Fig. 1: run 1, layout detail
Window x 23 to 63, y 39 to 79 um. Cells in gray, sequential cells in the stronger gray; small squares are vias.
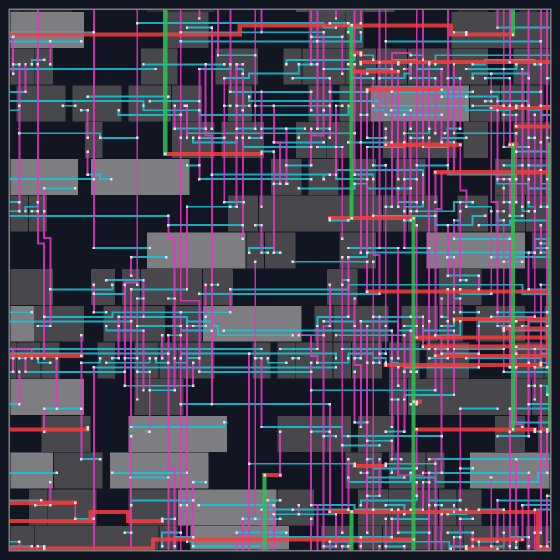
Fig. 2: run 1, I/O pins on the die edge
Drawn at 4 px/um. Pins as bars across the die edge, other pins in gray.
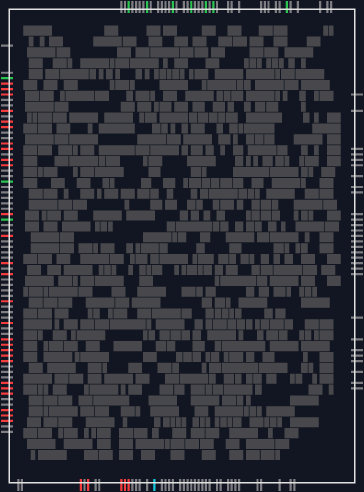
Fig. 3: run 1, metal 2
Drawn at 3 px/um. Cells faint in the background.
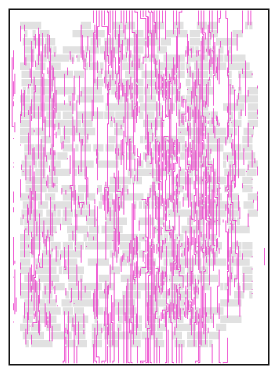
Fig. 4: run 1, wiring by layer
Drawn at 3 px/um. Only two layers are drawn.
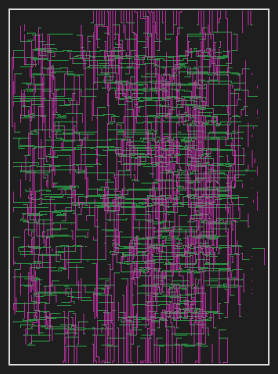
File: config.mk
export PLATFORM = sky130hd
export DESIGN_NAME = instruction_fetch
export DESIGN_NICKNAME = d
export VERILOG_FILES = /design/src/rtl/riscv_pkg.sv /design/src/rtl/if_id_register.sv /design/src/rtl/instruction_fetch.sv
export SDC_FILE = /design/constraint.sdc
export NUM_CORES = 1
export LEC_CHECK = 0
export CORE_ASPECT_RATIO = 1.4
export CORE_MARGIN = 3
export CORE_UTILIZATION = 46
export CTS_BUF_LIST = sky130_fd_sc_hd__clkbuf_16
export CTS_CLUSTER_SIZE = 20
export DETAILED_ROUTE_END_ITERATION = 8
export PLACE_DENSITY_LB_ADDON = 0.25
export SETUP_SLACK_MARGIN = 0.15
export SLEW_MARGIN = 20
export SYNTH_ARGS = -nofsm -noshare
export SYNTH_HDL_FRONTEND = slang
export SYNTH_SLANG_ARGS = --single-unit
File: constraint.sdc
create_clock -name clk -period 3.9 [get_ports clk]
set_clock_uncertainty 0.2 [all_clocks]
set_input_delay 0.39 -clock clk [delete_from_list [all_inputs] [get_ports clk]]
set_output_delay 0.39 -clock clk [all_outputs]
set_load 0.05 [all_outputs]
File: src/rtl/riscv_pkg.sv
// Constants shared by the fetch, decode and hazard stages of the RISC-V pipeline.
package riscv_pkg;

  localparam logic [31:0] NOP_INSTR        = 32'h0000_0013;  // addi x0,x0,0
  localparam logic [31:0] RESET_PC_DEFAULT = 32'h0000_0000;
  localparam logic [31:0] PC_INCREMENT     = 32'd4;
  localparam int          IMEM_ADDR_W      = 10;

endpackage : riscv_pkg

File: src/rtl/if_id_register.sv
// IF/ID pipeline register: captures the fetched PC/instruction, holds on stall,
// and turns into a NOP bubble on flush. Flush wins over hold.
module if_id_register
  import riscv_pkg::*;
#(
  parameter logic [31:0] NOP = NOP_INSTR
) (
  input  logic        clk,
  input  logic        rst_n,
  input  logic [31:0] pc,
  input  logic [31:0] instruction,
  input  logic        valid,
  input  logic        hold,
  input  logic        flush,
  output logic [31:0] if_id_pc,
  output logic [31:0] if_id_instruction,
  output logic        if_id_valid
);

  logic [31:0] pc_q, pc_d;
  logic [31:0] instr_q, instr_d;
  logic        valid_q, valid_d;

  always_comb begin
    pc_d    = pc_q;
    instr_d = instr_q;
    valid_d = valid_q;
    // The PC of a flushed slot is left untouched; only the payload is squashed.
    if (flush) begin
      instr_d = NOP;
      valid_d = 1'b0;
    end else if (!hold) begin
      pc_d    = pc;
      instr_d = instruction;
      valid_d = valid;
    end
  end

  always_ff @(posedge clk) begin
    if (!rst_n) begin
      pc_q    <= 32'h0;
      instr_q <= NOP;
      valid_q <= 1'b0;
    end else begin
      pc_q    <= pc_d;
      instr_q <= instr_d;
      valid_q <= valid_d;
    end
  end

  assign if_id_pc          = pc_q;
  assign if_id_instruction = instr_q;
  assign if_id_valid       = valid_q;

endmodule : if_id_register

File: src/rtl/instruction_fetch.sv
// Fetch stage: PC register with redirect/stall/advance next-PC selection,
// word address to the combinational IMEM, and the IF/ID register.
module instruction_fetch
  import riscv_pkg::*;
#(
  parameter logic [31:0] RESET_PC = RESET_PC_DEFAULT,
  parameter logic [31:0] NOP      = NOP_INSTR
) (
  input  logic                   clk,
  input  logic                   rst_n,
  input  logic                   stall,
  input  logic                   redirect,
  input  logic [31:0]            redirect_pc,
  output logic [IMEM_ADDR_W-1:0] imem_address,
  input  logic [31:0]            imem_instruction,
  output logic [31:0]            pc,
  output logic [31:0]            if_id_pc,
  output logic [31:0]            if_id_instruction,
  output logic                   if_id_valid
);

  // Only the word part of the PC is stored; the byte offset is always zero.
  logic [29:0] pc_q, pc_d;
  logic        unused_redirect_offset;

  assign unused_redirect_offset = ^redirect_pc[1:0];

  always_comb begin
    pc_d = pc_q + PC_INCREMENT[31:2];
    if (redirect) begin
      pc_d = redirect_pc[31:2];
    end else if (stall) begin
      pc_d = pc_q;
    end
  end

  always_ff @(posedge clk) begin
    if (!rst_n) begin
      pc_q <= RESET_PC[31:2];
    end else begin
      pc_q <= pc_d;
    end
  end

  assign pc           = {pc_q, 2'b00};
  assign imem_address = pc_q[IMEM_ADDR_W-1:0];

  if_id_register #(
    .NOP (NOP)
  ) u_if_id (
    .clk               (clk),
    .rst_n             (rst_n),
    .pc                (pc),
    .instruction       (imem_instruction),
    .valid             (1'b1),
    .hold              (stall),
    .flush             (redirect),
    .if_id_pc          (if_id_pc),
    .if_id_instruction (if_id_instruction),
    .if_id_valid       (if_id_valid)
  );

endmodule : instruction_fetch
==> COMMIT_EDITMSG, run 1 <==
Store results of the implementation flow

* Result of the run: completed
- The worst setup path is captured at a flop.
* Clock tree buffer depth: 2
* Global routing met3 resource utilization: 0.08613
- Per the detail_route report, routed wire per instance is 16.75 um.
- TritonCTS clock tree: yes
- The setup path with the least slack is of type flop to flop.
* Initial antenna violation count: 0
* Most frequent cells after synthesis: sky130_fd_sc_hd__dfxtp_1 (93), sky130_fd_sc_hd__nand2_1 (86), sky130_fd_sc_hd__nor2_1 (43)
- Before antenna repair, the detailed router went through 5 iterations.
- In the final report, the number of pins over their slew limit comes to 0.
- The slew check shows that the tightest pin keeps a relative margin of 0.3138.
- Signal routing reaches up to met4.
- Traced cell by cell, the critical path runs through ha_1, nand4_1, or4_1, a31oi_1.
- Among logic cells in the layout, the one with the most instances is sky130_fd_sc_hd__clkdlybuf4s50_1.
- Fraction of power consumed by combinational cells: 0.199
- Internal power comes to 1.662 mW.
- By instance count, the leading cell after synthesis is sky130_fd_sc_hd__dfxtp_1.
- Fin cells: 738
- Worst Hold Margin: 0.2468 ns
- Setup repair after global routing missed its margin: false
- End of the worst register-to-register path: pc_q[24]
- Family with the most delay on the worst path: simple AND/OR/NAND/NOR gates
- Vias: 4112
* Tap cell count: 105
- Most area-hungry cell class in the final design: combinational gates
* PortBufs: 168
* Sequential group power: 1.04 mW
- Layer carrying the most global-route usage: met2
* Origin of the critical flop-to-flop path: pc_q[0]
- Share of the final layout cell area in multi-input gates: 0.3344
- The cell-mix breakdown from Yosys lists the simple-gate area share as 0.2345.
- Number of I/O pins: 175
* Clock network fraction of design power: 0.359
- Number of logic gates: 346
- Dividing the detail-routed via count by the number of cells gives 5.572.
* Drt drc: 0
- The critical path maximum fanout is 11.
- Measured against the total synthesized area, the mux share comes to 0.08738.
- For this run, the number of Yosys warnings is 0.
- met1 track demand over resource after global routing is 0.2841.
* Clock H-tree levels: 3
* Synthesized area: 4124 sq um
- Switching power: 0.6974 mW
* Resized Gates After CTS: 0
* Root Buffer: sky130_fd_sc_hd__clkbuf_16
* Chip area line of the yosys report: 4124 sq um
- Worst path bufs/invs: 0
* Area of the core region: 8658 sq um
- In the global route stage, overall resource usage came out at 0.2446.
- Total power divided by cell area: 391.1 nW/um^2
* Cells on Worst Hold Path: 2
* Layout cells sized above 1: 0.04265
- Stage-log warning count: 28
- In this run, post-CTS hold repair placed 0 buffers.
* Latest clock arrival within the worst-skew pair: 0.34 ns
* Share of synthesized area occupied by flip-flops and latches: 0.4515
- The worst path meets setup with 1.381 ns of slack.
- Number of non-clock inverters: 3
* Main logic family: simple AND/OR/NAND/NOR gates
- Setup tns final: 0 ns
- The post-route utilization of the core is recorded as 0.6970.
- Largest cells by area after synthesis: sky130_fd_sc_hd__dfxtp_1 (45%), sky130_fd_sc_hd__mux2i_1 (8.7%), sky130_fd_sc_hd__nand2_1 (7.8%), sky130_fd_sc_hd__a21oi_1 (4.7%), sky130_fd_sc_hd__nor2_1 (3.9%)
- Flip-flop count of the largest register, all copies and words added: 32
- Overall routed net length: 12.36 mm
- Total of plain and repair buffers excluding clock buffers: 175
* Slowest stage cell, crit path: sky130_fd_sc_hd__or4_1
- Per the gpl log, the routability congestion estimate is 0.8875.
* Y dimension of the die: 118.0 um
- Per the post-CTS timing run, clock transition at the registers of the reported paths is 0.06 ns.
- Post-CTS timing repair inserted 0 buffers for setup.
- Total number of clock tree sinks: 93
* Setup slack at placement: 1.195 ns
- The setup check on the worst reg-to-reg path leaves a slack of 1.38 ns.
* Multi-input logic area: 2018 sq um
- Per the synthesis report, the AND-OR/OR-AND share of the synthesized area is 0.1390.
- For reference, the critical path is launched at pc_q[0].
* Worst Max-Slew Pin Slew: 1.027 ns
* Number of cells on the critical path: 4
- Sequential share of cell area: 0.3085
- Leakage power of the design: 2.155 nW
* Met2 routed wirelength: 6.346 mm
- In the power breakdown, the biggest contributor is registers.
- Sequential cell count of the final layout: 93
- The switching portion of total power comes to 0.2955.
- The violation tally recorded at the end of detailed-routing iteration 0 is 268.
* Critical Path Source Type: flop
- After synthesis, the mean cell area works out to 8.468 sq um.
- Final min period: 2.519 ns
* Proportion of final cell area spent on non-clock buffers: 0.2865
- Detailed placement ended at an HPWL of 8.875 mm.
- Per the post-route antenna check, the number of violating nets is 0.
* Overflow left after global routing: 0
- Area share of fa/ha/maj cells after synthesis: 0.003034
- Met2 usage: 0.4126
* Required time at the worst-slack endpoint: 3.96 ns
- At the floorplan stage, the core utilization is reported as 0.4763.
- The chip occupies 10150 sq um.
- Start point of the worst min-delay path: u_if_id.if_id_valid
- Setup violations remaining at the end of the flow were counted as 0.
- Summing all placed instances gives a cell area of 5752 sq um.
* Post-synthesis cell count: 487
- Worst-case hold path end point: u_if_id.if_id_valid
- Combinational-cell power consumption: 0.471 mW
- Area fraction of clock buffers and clock inverters: 0.04686
- In this run the maximum-capacitance check reported violations numbering 0.
* Area fraction in xor and xnor cells: 0.02124
- Total clock buffers created by CTS: 9
* Most frequent logic cells in the routed design: sky130_fd_sc_hd__clkdlybuf4s50_1 (167), sky130_fd_sc_hd__dfxtp_1 (93), sky130_fd_sc_hd__nand2_1 (86), sky130_fd_sc_hd__nor2_1 (42), sky130_fd_sc_hd__a21oi_1 (39)
- In the finished design, the share of the clock period the worst path needs comes to 0.6459.
- Clock buffer count: 9
- Once placement completed, the tool counted placed cells totaling 722.
* Number of cells traversed by the worst register-to-register path: 4
* Final Hold Violation Tally: 0
- Number of global-route vias before repair: 4090
- The layout has 710 filler cells.
* Share of Yosys cell area claimed by the top area cell type: 0.4515
- The post-route report lists met1 wire length as 4.579 mm.
* Sequential cell area in the final layout: 1862 sq um
- P_clk: 0.846 mW
- Count of instantiated cells in the yosys netlist: 487
- Summing internal, switching and leakage power gives 2.360 mW.
- The most critical setup path has its endpoint at pc_q[24].
- The type recorded for the worst min-delay path is flop to flop.
* Wire length on met3: 1.207 mm
* Area growth from synthesis to final layout: 46.33%
* Cell accounting for the most synthesized area: sky130_fd_sc_hd__dfxtp_1
- According to the floorplan report, the die width is 86.02 um.
* Library cells used by synthesis: 52
## Picture notes: Fig. 1
[cyan] met1
[red] met3
[magenta] met2
[green] met4
sequential cells in the window: 13
netlist names of flops here include: `pc_q` (9), `u_if_id.if_id_pc` (4)
cells with their middle in the window: 127
most frequent: nand2_1 (15), dfxtp_1 (13), clkdlybuf4s50_1 (9)

## Picture notes: Fig. 2
[green] `imem_address` | pins: 10 | direction: output | edge: 7 north, 3 west
[red] `imem_instruction` | pins: 32 | direction: input | edge: 27 west, 5 south
[cyan] `stall` | pins: 1 | direction: input | edge: south

## Picture notes: Fig. 3
share of all routed wire: 51%
nets with wire on the layer: 578
longest straight run: 38.1 um
main direction: vertical
wire length on this layer: 6350 um

## Picture notes: Fig. 4
[magenta] met2 | wire length: 6350 um
[green] met1 | wire length: 4580 um

Fig. 5: run 1, cell outlines without signal wires
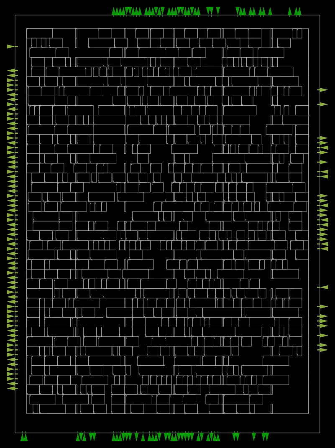

==> run 2, diff against run 1 <==
--- a/config.mk
+++ b/config.mk
@@ -7,7 +7,7 @@
 export LEC_CHECK = 0
 export CORE_ASPECT_RATIO = 1.4
 export CORE_MARGIN = 3
-export CORE_UTILIZATION = 46
+export CORE_UTILIZATION = 39
 export CTS_BUF_LIST = sky130_fd_sc_hd__clkbuf_16
 export CTS_CLUSTER_SIZE = 20
 export DETAILED_ROUTE_END_ITERATION = 8
==> constraint.sdc (replaced) <==
create_clock -name clk -period 2.3 [get_ports clk]
set_clock_uncertainty 0.2 [all_clocks]
set_input_delay 0.23 -clock clk [delete_from_list [all_inputs] [get_ports clk]]
set_output_delay 0.23 -clock clk [all_outputs]
set_load 0.05 [all_outputs]
Fig. 6: run 2, cell outlines without signal wires
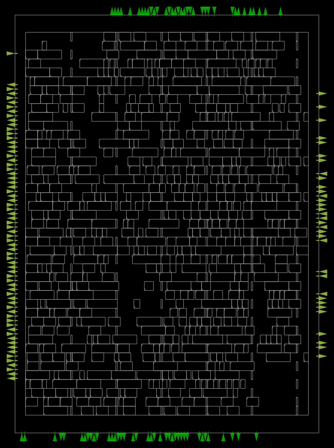
Rows: 43
tap cell count: 135
sequential cell count of the final layout: 93

Fig. 7: run 2, I/O pins on the die edge
Drawn at 4 px/um. Pins as bars across the die edge, other pins in gray.
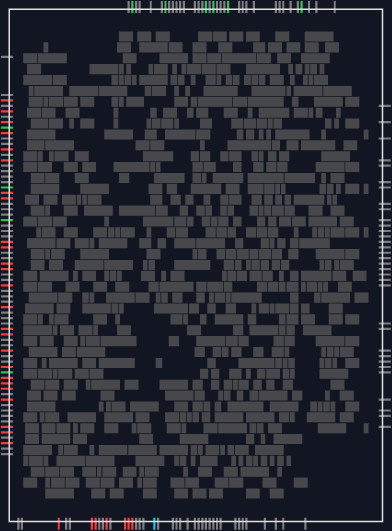
[green] `imem_address` | pins: 10 | direction: output | edge: 6 north, 4 west
[red] `imem_instruction` | pins: 32 | direction: input | edge: 25 west, 7 south
[cyan] `stall` | pins: 1 | direction: input | edge: south
all pins by edge: 68 west, 39 south, 35 north, 33 east

==> COMMIT_EDITMSG, run 2 <==
Store results of the implementation flow

* Largest cells by area after synthesis: sky130_fd_sc_hd__dfxtp_1 (45%), sky130_fd_sc_hd__mux2i_1 (8.7%), sky130_fd_sc_hd__nand2_1 (7.8%), sky130_fd_sc_hd__a21oi_1 (4.7%), sky130_fd_sc_hd__nor2_1 (3.9%) (unchanged)
- Layout cells sized above 1: 0.1057 (was 0.04265)
- The total setup violations reported at the end of the flow is 0 (unchanged).
- The count of filler cells inserted in the layout came to 918 (was 710).
- The complex-gate fraction of the synthesized area is 0.1390 (unchanged).
- Fin cells: 788 (was 738)
- The maximum net fanout on the critical path is 8 (was 11).
- Wire length on met3: 1.249 mm (was 1.207 mm)
- The flip-flop and latch power came to 1.77 mW (was 1.04 mW).
- DRC marker count from the first detailed-route iteration: 213 (was 268)
- The clock period could shrink to 2.109 ns.
- The yosys stat chip area is 4124 sq um (unchanged).
- Setup Fix Bufs, Post-CTS: 0 (unchanged)
- The remaining design rule violation count came to 0 (unchanged).
* Cells on Worst Hold Path: 4 (was 2)
- Count of instantiated cells in the yosys netlist: 487 (unchanged)
* Latest clock arrival within the worst-skew pair: 0.33 ns (was 0.34 ns)
- The buffer type at the clock tree root was sky130_fd_sc_hd__clkbuf_16 (unchanged).
- The area of the core was 10110 sq um (was 8658 sq um).
- Vias: 4137 (was 4112)
* Switching power: 1.172 mW (was 0.6974 mW)
- Area enclosed by the die boundary: 11860 sq um (was 10150 sq um)
- The number of buffer cells added on primary ports was 168 (unchanged).
- Sequential cell area in the final layout: 1909 sq um (was 1862 sq um)
- The post-synthesis to final-layout area growth was 52.55% (was 46.33%).
- Leakage power of the design: 2.319 nW (was 2.155 nW)
* Dominant logic cell type in the layout: sky130_fd_sc_hd__clkdlybuf4s50_1 (unchanged)
- The top contributor to total power was registers (unchanged).
- The clock-cell share of area is 0.04535 (was 0.04686).
- The reported combinational group power came to 0.817 mW (was 0.471 mW).
- The clock slew seen by the registers of the worst setup and hold paths came to 0.06 ns (about the same).
- Critical Setup Path Class: flop to output pin (was flop to flop)
- Total clock buffers created by CTS: 9 (unchanged)
- Placed cell count: 771 (was 722)
- The global-route usage over all layers came to 0.2142 (was 0.2446).
- Total of plain and repair buffers excluding clock buffers: 195 (was 175)
- Number of non-clock inverters: 3 (unchanged)
* Number of cells traversed by the worst register-to-register path: 4 (unchanged)
- Ys Warns: 0 (unchanged)
- Final Hold Violation Tally: 0 (unchanged)
- The first-pass detailed-route iteration total was 5 (unchanged).
* Slowest stage cell, crit path: sky130_fd_sc_hd__clkdlybuf4s50_1 (was sky130_fd_sc_hd__or4_1)
* Horizontal die dimension: 92.91 um (was 86.02 um)
* Headroom to the max-slew limit: 0.6393 (was 0.3138)
- Area share of fa/ha/maj cells after synthesis: 0.003034 (unchanged)
* Family with the most delay on the worst path: buffers and inverters (was simple AND/OR/NAND/NOR gates)
* Post-layout power: 4.008 mW (was 2.360 mW)
* Overall routed net length: 12.56 mm (was 12.36 mm)
- Worst Max-Slew Pin Slew: 0.5394 ns (was 1.027 ns)
* Met2 routed wirelength: 6.428 mm (was 6.346 mm)
- The distinct cell type count of the synthesized netlist was 52 (unchanged).
- Via-per-instance ratio: 5.250 (was 5.572)
* Avg WL per Cell: 15.94 um (was 16.75 um)
* Count of hold-fix buffers inserted at cts: 0 (unchanged)
- The total buffers and inverters traversed by the critical path came to 1 (was 0).
- The max-slew violation total from the final report is 0 (unchanged).
- Most frequent logic cells in the routed design: sky130_fd_sc_hd__clkdlybuf4s50_1 (163), sky130_fd_sc_hd__nand2_1 (85), sky130_fd_sc_hd__dfxtp_1 (73), sky130_fd_sc_hd__nor2_1 (42), sky130_fd_sc_hd__a21oi_1 (39) (was sky130_fd_sc_hd__clkdlybuf4s50_1 (167), sky130_fd_sc_hd__dfxtp_1 (93), sky130_fd_sc_hd__nand2_1 (86), sky130_fd_sc_hd__nor2_1 (42), sky130_fd_sc_hd__a21oi_1 (39)).
- Total power divided by cell area: 637.1 nW/um^2 (was 391.1 nW/um^2)
* Number of cells on the critical path: 1 (was 4)
* Setup slack at placement: 0.1523 ns (was 1.195 ns)
- Number of global-route vias before repair: 4142 (was 4090)
- The most repeated cell in the gate-level netlist after synthesis is sky130_fd_sc_hd__dfxtp_1 (unchanged).
- Sequential share of cell area: 0.3035 (was 0.3085)
* Clock network fraction of design power: 0.356 (was 0.359)
* HPWL Detailed: 9.470 mm (was 8.875 mm)
- Layer carrying the most global-route usage: met2 (unchanged)
* Setup repair after global routing missed its margin: true (was false)
- Total number of clock tree sinks: 93 (unchanged)
- Post-Place Cell Area: 5982 sq um (was 5752 sq um)
* Mean instance size in the synthesized netlist: 8.468 sq um (unchanged)
- Most frequent cells after synthesis: sky130_fd_sc_hd__dfxtp_1 (93), sky130_fd_sc_hd__nand2_1 (86), sky130_fd_sc_hd__nor2_1 (43) (unchanged).
* Post-route antenna net violation count: 0 (unchanged)
- Reg2Reg Setup Slack: 0.20 ns (was 1.38 ns)
- Result of the run: completed (unchanged)
- The global placement routability congestion came to 0.8521 (was 0.8875).
* Sort of element at the end of the critical path: output pin (was flop)
- Clock tree buffer depth: 2 (unchanged)
* Critical Path Source Type: flop (unchanged)
- P_clk: 1.43 mW (was 0.846 mW)
- Share of synthesized area occupied by flip-flops and latches: 0.4515 (unchanged)
- The capture point of the critical path is pc[27] (was pc_q[24]).
* Share of Yosys cell area claimed by the top area cell type: 0.4515 (unchanged)
- The required time at the endpoint of the critical path came to 1.87 ns (was 3.96 ns).
- In the finished design, the share of the clock period the worst path needs comes to 0.9170.
- Origin of the critical flop-to-flop path: pc_q[11] (was pc_q[0])
- The post-route core utilization is 0.6220 (was 0.6970).
- The area of the multi-input gates is 2027 sq um (was 2018 sq um).
- The worst hold slack across all endpoints was 0.1979 ns (was 0.2468 ns).
* Cell internal power dissipation: 2.836 mW (was 1.662 mW)
- Post-synthesis cell count: 487 (unchanged)
- Resized Gates After CTS: 1 (was 0)
- The reg-to-reg critical path endpoint was pc_q[24] (unchanged).
- Clock H-tree levels: 3 (unchanged)
- The cell type with the largest total area was sky130_fd_sc_hd__dfxtp_1 (unchanged).
- The max capacitance violation total came to 0 (unchanged).
* Y dimension of the die: 127.7 um (was 118.0 um)
- PnR worst setup slack: 0.1910 ns (was 1.381 ns)
- Number of logic gates: 346 (unchanged)
* Worst-case hold path end point: pc_q[15] (was u_if_id.if_id_valid)
- Flip-flop count of the largest register, all copies and words added: 32 (unchanged)
- Fp util: 0.4077 (was 0.4763)
Fig. 8: run 2, wiring by layer
Drawn at 3 px/um. Only two layers are drawn.
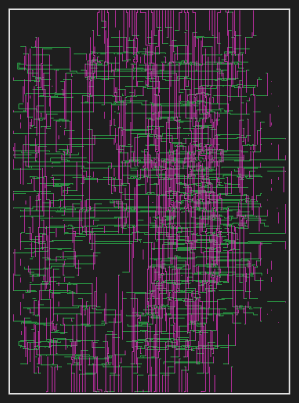

==> run 3, diff against run 2 <==
--- a/config.mk
+++ b/config.mk
@@ -17,3 +17,4 @@
 export SYNTH_ARGS = -nofsm -noshare
 export SYNTH_HDL_FRONTEND = slang
 export SYNTH_SLANG_ARGS = --single-unit
+export TNS_END_PERCENT = 20
Fig. 9: run 3, wiring by layer
Drawn at 3 px/um. Only two layers are drawn.
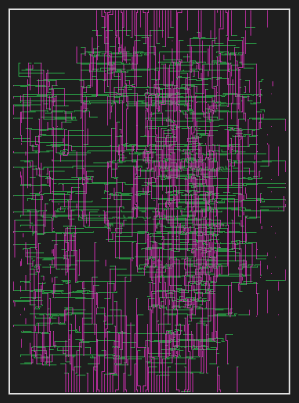
[green] met1 | wire length: 4880 um
[magenta] met2 | wire length: 6490 um

Fig. 10: run 3, metal 2
Drawn at 3 px/um. Cells faint in the background.
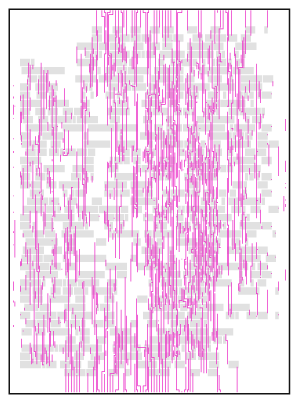
longest straight run: 51.3 um
share of all routed wire: 51%
nets with wire on the layer: 611
main direction: vertical
wire length on this layer: 6490 um

==> COMMIT_EDITMSG, run 3 <==
Store results of the implementation flow

* PnR worst setup slack: 0.1752 ns (was 0.1910 ns)
* Main logic family: simple AND/OR/NAND/NOR gates (unchanged)
* Met2 routed wirelength: 6.491 mm (was 6.428 mm)
* Wire length on met3: 1.041 mm (was 1.249 mm)
- The transition time at the pin with the least slew margin came to 0.6084 ns (was 0.5394 ns).
* Clock network fraction of design power: 0.356 (about the same)
- The reported combinational group power was 0.825 mW (was 0.817 mW).
* Simple Share, Synth: 0.2345 (unchanged)
- Origin of the critical flop-to-flop path: pc_q[9] (was pc_q[11])
- The top cell class by occupied area is combinational gates (unchanged).
- The number of buffers outside the clock class in the layout came to 195 (unchanged).
* Library cells used by synthesis: 52 (unchanged)
- The number of H-tree branching levels is 3 (unchanged).
- Overall routed net length: 12.70 mm (was 12.56 mm)
- Reg2Reg Setup Slack: 0.20 ns (about the same)
* Met1 layer usage reported by global route: 0.2332 (was 0.2396)
* Result of the run: completed (unchanged)
- Resized Gates After CTS: 1 (unchanged)
- The critical path's top delay family was buffers and inverters (unchanged).
- Global routing met3 resource utilization: 0.06870 (was 0.07575)
- The number of global-route vias before repair came to 4149 (was 4142).
* Chip area line of the yosys report: 4124 sq um (unchanged)
- Drt drc: 0 (unchanged)
- Latest clock arrival within the worst-skew pair: 0.34 ns (was 0.33 ns)
- The proportion of total power due to net switching came to 0.2946 (was 0.2925).
- Number of cells on the critical path: 1 (unchanged)
- Post-route antenna net violation count: 0 (unchanged)
- Final Hold Violation Tally: 0 (unchanged)
- The clock slew seen by the registers of the worst setup and hold paths is 0.07 ns (was 0.06 ns).
- Post-Place Cell Area: 5982 sq um (unchanged)
* HPWL Detailed: 9.361 mm (was 9.470 mm)
- Slowest stage cell, crit path: sky130_fd_sc_hd__clkdlybuf4s50_1 (unchanged)
- The count of vias placed by the detailed router came to 4146 (was 4137).
* PortBufs: 168 (unchanged)
* Post-synth mux share: 0.08738 (unchanged)
* Cell accounting for the most synthesized area: sky130_fd_sc_hd__dfxtp_1 (unchanged)
- End of the worst register-to-register path: pc_q[24] (unchanged)
- Start point of the worst min-delay path: stall (unchanged)
- The cts-stage hold buffer count was 0 (unchanged).
* Final weighted congestion in routability-driven placement: 0.8646 (was 0.8521)
- The destination of the worst hold path is pc_q[21] (was pc_q[15]).
- Switching power: 1.184 mW (was 1.172 mW)
- The met1 layer wirelength in the final routing was 4.879 mm (was 4.635 mm).
* Compound-gate portion of the synthesized area: 0.1390 (unchanged)
- The final critical delay including setup and external delays is 2.125 ns (was 2.109 ns).
- Post-layout power: 4.021 mW (was 4.008 mW)
- The arithmetic-cell share of the synthesized area counting full adders, half adders and majority gates is 0.003034 (unchanged).
- Top contributor to total power: registers (unchanged)
- Share of Yosys cell area claimed by the top area cell type: 0.4515 (unchanged)
- Share of the final layout cell area in multi-input gates: 0.3234 (was 0.3222)
- Fin cells: 788 (unchanged)
- Crit. Startpoint: pc_q[23] (was pc_q[25])
* Clock buffer count: 9 (unchanged)
- TritonCTS clock tree: yes (unchanged)
* Number of logic gates: 346 (unchanged)
- The critical path launch point type was a flop (unchanged).
* Total number of clock tree sinks: 93 (unchanged)
- Leakage power of the design: 2.258 nW (was 2.319 nW)
- Met2 usage: 0.3666 (was 0.3746)
- The footprint of the flip-flops and latches is 1902 sq um (was 1909 sq um).
- The total buffers and inverters traversed by the critical path was 1 (unchanged).
* Horizontal die dimension: 92.91 um (unchanged)
- The vertical extent of the die is 127.7 um (unchanged).
- Flip-flop count of the largest register, all copies and words added: 32 (unchanged)
- The first-pass detailed-route iteration total was 4 (was 5).
* Uppermost signal routing layer after detailed routing: met4 (unchanged)
* Critical Setup Path Class: flop to output pin (unchanged)
Power is estimated from default activity; no workload was simulated.
